File: src/rtl/cpu_mem_pkg.sv
// Shared constants for the CPU memory subsystem.
//   ADDR_W / DATA_W : word address and word width of the 4K x 32b RAM.
//   ST_*            : ram_arbiter FSM state encoding (kept as plain
//                     localparams so older tools and waveforms match).
package cpu_mem_pkg;

  localparam int ADDR_W  = 12;
  localparam int DATA_W  = 32;
  localparam int STATE_W = 2;

  localparam logic [STATE_W-1:0] ST_IDLE   = 2'd0;
  localparam logic [STATE_W-1:0] ST_ACCESS = 2'd1;
  localparam logic [STATE_W-1:0] ST_WAIT   = 2'd2;
  localparam logic [STATE_W-1:0] ST_RESP   = 2'd3;

endpackage

File: src/rtl/rr_picker.sv
// Round-robin winner selection for ram_arbiter (purely combinational).
//   req_valid : pending requests, one bit per requester
//   rr_last   : index of the most recent winner
//   winner    : first requester with req_valid set, searching upward from
//               rr_last+1 and wrapping modulo N_REQ
//   any_req   : at least one request is pending (winner is meaningful)
module rr_picker #(
  parameter int N_REQ = 3,
  parameter int IDX_W = $clog2(N_REQ)
) (
  input  logic [N_REQ-1:0] req_valid,
  input  logic [IDX_W-1:0] rr_last,
  output logic [IDX_W-1:0] winner,
  output logic             any_req
);

  logic             found;
  logic [IDX_W-1:0] cand;

  always_comb begin
    // NOTE: every output gets a value before the loop so no path through the
    // block leaves one unassigned; otherwise synthesis would infer a latch.
    winner  = rr_last;
    any_req = |req_valid;
    found   = 1'b0;
    cand    = '0;
    // rr_last itself is visited last, so it only wins again when alone.
    for (int k = 1; k <= N_REQ; k++) begin
      cand = IDX_W'((int'(rr_last) + k) % N_REQ);
      if (!found && req_valid[cand]) begin
        winner = cand;
        found  = 1'b1;
      end
    end
  end

endmodule

File: src/rtl/ram_arbiter.sv
// Shares the single-port word RAM between N_REQ requesters
// (0 = load/store data port, 1 = instruction fetch, 2 = debug loader).
// Round-robin arbitration with one transaction in flight:
//   IDLE -> ACCESS -> WAIT x RAM_LAT (reads only) -> RESP -> IDLE
// Ports:
//   clk, rst_n            clock, asynchronous active-low reset
//   req_valid/we          per-requester request and write flag
//   req_addr/wdata        flattened per-requester address and write data
//   req_gnt               one-cycle grant pulse (request consumed)
//   rsp_valid             one-cycle completion pulse to the granted requester
//   rsp_rdata             read data, held between reads
//   ram_en/we/addr/wdata  RAM macro strobe, write enable, address, data
//   ram_rdata             RAM read data, valid RAM_LAT cycles after ram_en
//   busy                  a transaction is in progress
module ram_arbiter #(
  parameter int N_REQ   = 3,
  parameter int ADDR_W  = cpu_mem_pkg::ADDR_W,
  parameter int DATA_W  = cpu_mem_pkg::DATA_W,
  parameter int RAM_LAT = 1
) (
  input  logic                clk,
  input  logic                rst_n,
  input  logic [N_REQ-1:0]    req_valid,
  input  logic [N_REQ-1:0]    req_we,
  input  logic [N_REQ*ADDR_W-1:0] req_addr,
  input  logic [N_REQ*DATA_W-1:0] req_wdata,
  output logic [N_REQ-1:0]    req_gnt,
  output logic [N_REQ-1:0]    rsp_valid,
  output logic [DATA_W-1:0]   rsp_rdata,
  output logic                ram_en,
  output logic                ram_we,
  output logic [ADDR_W-1:0]   ram_addr,
  output logic [DATA_W-1:0]   ram_wdata,
  input  logic [DATA_W-1:0]   ram_rdata,
  output logic                busy
);

  import cpu_mem_pkg::STATE_W;
  import cpu_mem_pkg::ST_IDLE;
  import cpu_mem_pkg::ST_ACCESS;
  import cpu_mem_pkg::ST_WAIT;
  import cpu_mem_pkg::ST_RESP;

  localparam int IDX_W = $clog2(N_REQ);
  localparam int LAT_W = $clog2(RAM_LAT + 1);
  localparam logic [N_REQ-1:0] ONE = N_REQ'(1);

  logic [STATE_W-1:0] state;
  logic [IDX_W-1:0]   rr_last;
  logic [IDX_W-1:0]   cur_idx;
  logic [LAT_W-1:0]   lat_cnt;
  logic [IDX_W-1:0]   winner;
  logic               any_req;

  rr_picker #(
    .N_REQ (N_REQ),
    .IDX_W (IDX_W)
  ) u_picker (
    .req_valid (req_valid),
    .rr_last   (rr_last),
    .winner    (winner),
    .any_req   (any_req)
  );

  assign busy = (state != ST_IDLE);

  // ram_we/addr/wdata double as the transaction latch: they are loaded when
  // the request is accepted, so the ACCESS cycle drives them straight out.
  always_ff @(posedge clk or negedge rst_n) begin
    if (!rst_n) begin
      state     <= ST_IDLE;
      rr_last   <= IDX_W'(N_REQ - 1);
      cur_idx   <= '0;
      lat_cnt   <= '0;
      req_gnt   <= '0;
      rsp_valid <= '0;
      rsp_rdata <= '0;
      ram_en    <= 1'b0;
      ram_we    <= 1'b0;
      ram_addr  <= '0;
      ram_wdata <= '0;
    end else begin
      // NOTE: state registers use non-blocking assignments so every register
      // samples pre-edge values, independent of statement order.
      req_gnt   <= '0;
      rsp_valid <= '0;
      ram_en    <= 1'b0;
      case (state)
        ST_IDLE: begin
          if (any_req) begin
            cur_idx   <= winner;
            rr_last   <= winner;
            ram_en    <= 1'b1;
            ram_we    <= req_we[winner];
            ram_addr  <= req_addr[int'(winner)*ADDR_W +: ADDR_W];
            ram_wdata <= req_wdata[int'(winner)*DATA_W +: DATA_W];
            req_gnt   <= ONE << winner;
            state     <= ST_ACCESS;
          end
        end
        ST_ACCESS: begin
          // Writes complete on the strobe itself; reads wait for the macro.
          if (ram_we) begin
            rsp_valid <= ONE << cur_idx;
            state     <= ST_RESP;
          end else begin
            lat_cnt <= LAT_W'(RAM_LAT);
            state   <= ST_WAIT;
          end
          ram_we <= 1'b0;
        end
        ST_WAIT: begin
          lat_cnt <= lat_cnt - LAT_W'(1);
          if (lat_cnt == LAT_W'(1)) begin
            rsp_rdata <= ram_rdata;
            rsp_valid <= ONE << cur_idx;
            state     <= ST_RESP;
          end
        end
        ST_RESP: begin
          state <= ST_IDLE;
        end
        default: begin
          state <= ST_IDLE;
        end
      endcase
    end
  end

endmodule

File: config.mk
export PLATFORM = sky130hd
export DESIGN_NAME = ram_arbiter
export DESIGN_NICKNAME = d
export VERILOG_FILES = /design/src/rtl/cpu_mem_pkg.sv /design/src/rtl/rr_picker.sv /design/src/rtl/ram_arbiter.sv
export SDC_FILE = /design/constraint.sdc
export NUM_CORES = 1
export LEC_CHECK = 0
export CAP_MARGIN = 30
export CORE_MARGIN = 3
export CORE_UTILIZATION = 42
export CTS_CLUSTER_DIAMETER = 100
export DETAILED_ROUTE_END_ITERATION = 16
export GPL_TIMING_DRIVEN = 0
export HOLD_SLACK_MARGIN = 0.05
export PLACE_DENSITY_LB_ADDON = 0.1
export SLEW_MARGIN = 15
export SYNTH_ARGS = -nofsm -noshare
export SYNTH_HDL_FRONTEND = slang
export SYNTH_SLANG_ARGS = --single-unit
File: constraint.sdc
create_clock -name clk -period 6.6 [get_ports clk]
set_input_delay 1.32 -clock clk [delete_from_list [all_inputs] [get_ports clk]]
set_output_delay 1.32 -clock clk [all_outputs]
set_load 0.02 [all_outputs]
==> out/metrics.cfg <==
[status]
status = finished, final reports clean

[final_layout]
antenna_cells = 0
nFillCells = 791

[floorplanning]
rows = 37
die_area_sq_um = 12200

[synth]
yosysTopAreaCell = dfrtp_1
netlist_area_sq_um = 4590
synth.top_cell.area_share_pct = 48.5
synth_top_cell_by_count = dfrtp_1
ys_cells = 414

[placed_design]
gp_congestion = 0.906

[sta]
fin_skew_ns = 0.00977
rsz0062_at_grt = false
whs_ns = 0.501
drv_slew = 0
slew-limit-headroom_pct = 60.3

[power_and_ir_drop]
swShare_pct = 42.0
power_sequential_uw = 958
seqPwrFrac_pct = 23.7
finalPower_mw = 4.04

[clock_tree]
h-tree-depth = 3
clockBufferDepth = 2

[global_route]
grt_pass1_wl_um = 24100

[run]
tool_warnings = 31

[routing]
drc_errors = 0

[setup_path]
reg2regPathDepth = 9

## layout make-up
| cell class | count | share of cell area [%] |
|---|---|---|
| buffer | 28 | 3.18 |
| clock buffer | 10 | 1.81 |
| clock inverter | 6 | 1.25 |
| inverter | 8 | 0.396 |
| multi-input combinational | 288 | 27.3 |
| sequential | 90 | 29.7 |
| tap | 136 | 2.24 |
| timing repair buffer | 257 | 34.1 |
## state kept, by name, summed over array words and instances (netlist names)
register and cells:
ram_wdata 32, rsp_rdata 32, ram_addr 12, req_gnt 3, rsp_valid 3, rr_last 2
state 2, cur_idx 1, lat_cnt 1, ram_en 1, ram_we 1
## through the flow
step	instances	cell area, sq um	utilization [%]	worst slack, ns
floorplan	414	4590	-	3.89
global placement	806	7330	70.0	0.817
detailed placement	807	7350	70.3	2.84
CTS	823	7580	72.5	3.23
global route	823	7580	72.5	3.05
finish	823	7580	72.5	3.23
## cell families after synthesis
group / Yosys count / synth area share, %
simple gates: 131 / 13.4
compound gates: 67 / 10.8
flops: 90 / 49.0
fa+ha+maj: 7 / 1.91
mux: 83 / 19.0
buf+inv: 36 / 5.91
## routing by layer
layer,up-vias,track usage [%]
li1,2032,-
met1,2029,31.8
met2,189,40.8
met3,26,6.30
met4,0,9.03
met5,-,0
## worst max-delay path, stage by stage
cell,delay (ns)
clkdlybuf4s50_1,0.64
nor3_1,0.14
nand2b_1,0.24
inv_2,0.17
nand2_1,0.09
nor2_2,0.38
clkbuf_1,0.42
nand3_1,0.13
o211ai_1,0.11
## placed cells by master, fill, tap and decap left out, drive strengths merged, types with 10 or more instances in the layout
| cell type | n |
|---|---|
| buf | 17 |
| nand2 | 58 |
| dfrtp | 89 |
| mux2 | 33 |
| o211ai | 44 |
| inv | 10 |
| nand3 | 45 |
| clkbuf | 18 |
| clkdlybuf4s50 | 255 |
| mux2i | 50 |
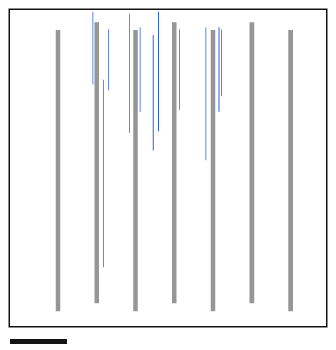
(images/m4.png)
Scale bar: 20 um. Supply wires on this layer in gray.
- wire length on this layer: 390 um
- nets with wire on the layer: 10
- share of all routed wire: 2.6%

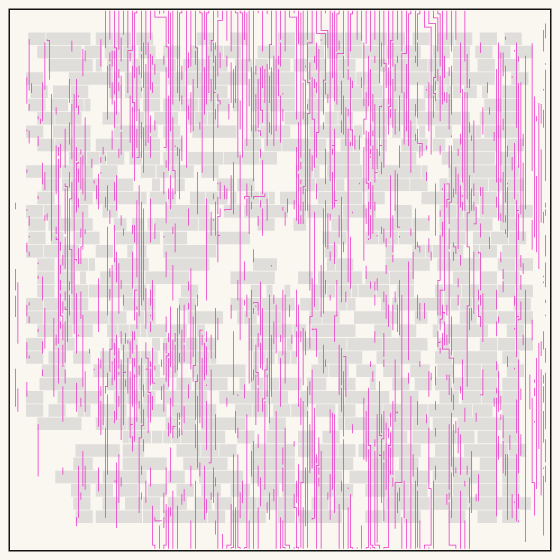
(images/m2.png)
Cells faint in the background.
- longest straight run: 51.5 um
- main direction: vertical
- wire length on this layer: 7480 um
- nets with wire on the layer: 750

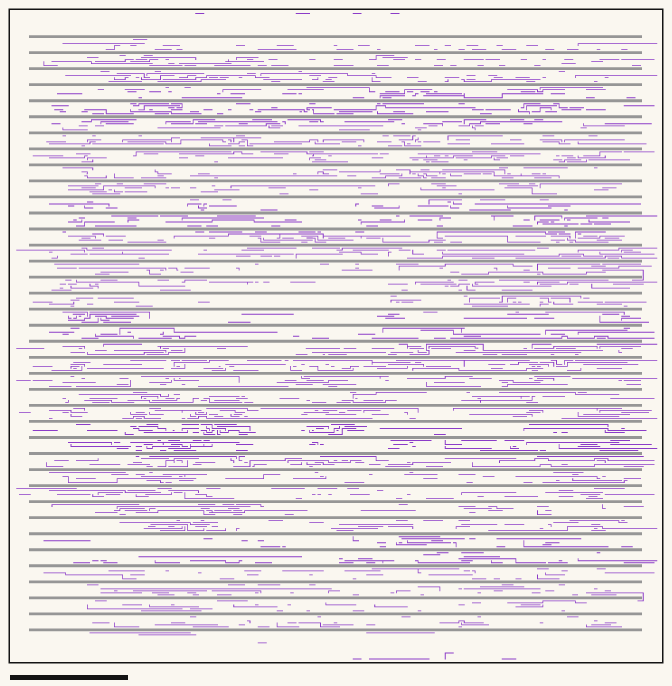
(images/m1.png)
Scale bar: 20 um. Supply wires on this layer in gray.
- share of all routed wire: 40%
- longest straight run: 39.1 um
Post-Route WL: 15100 um
via count: 4276
met1 Use GR: 31.8%

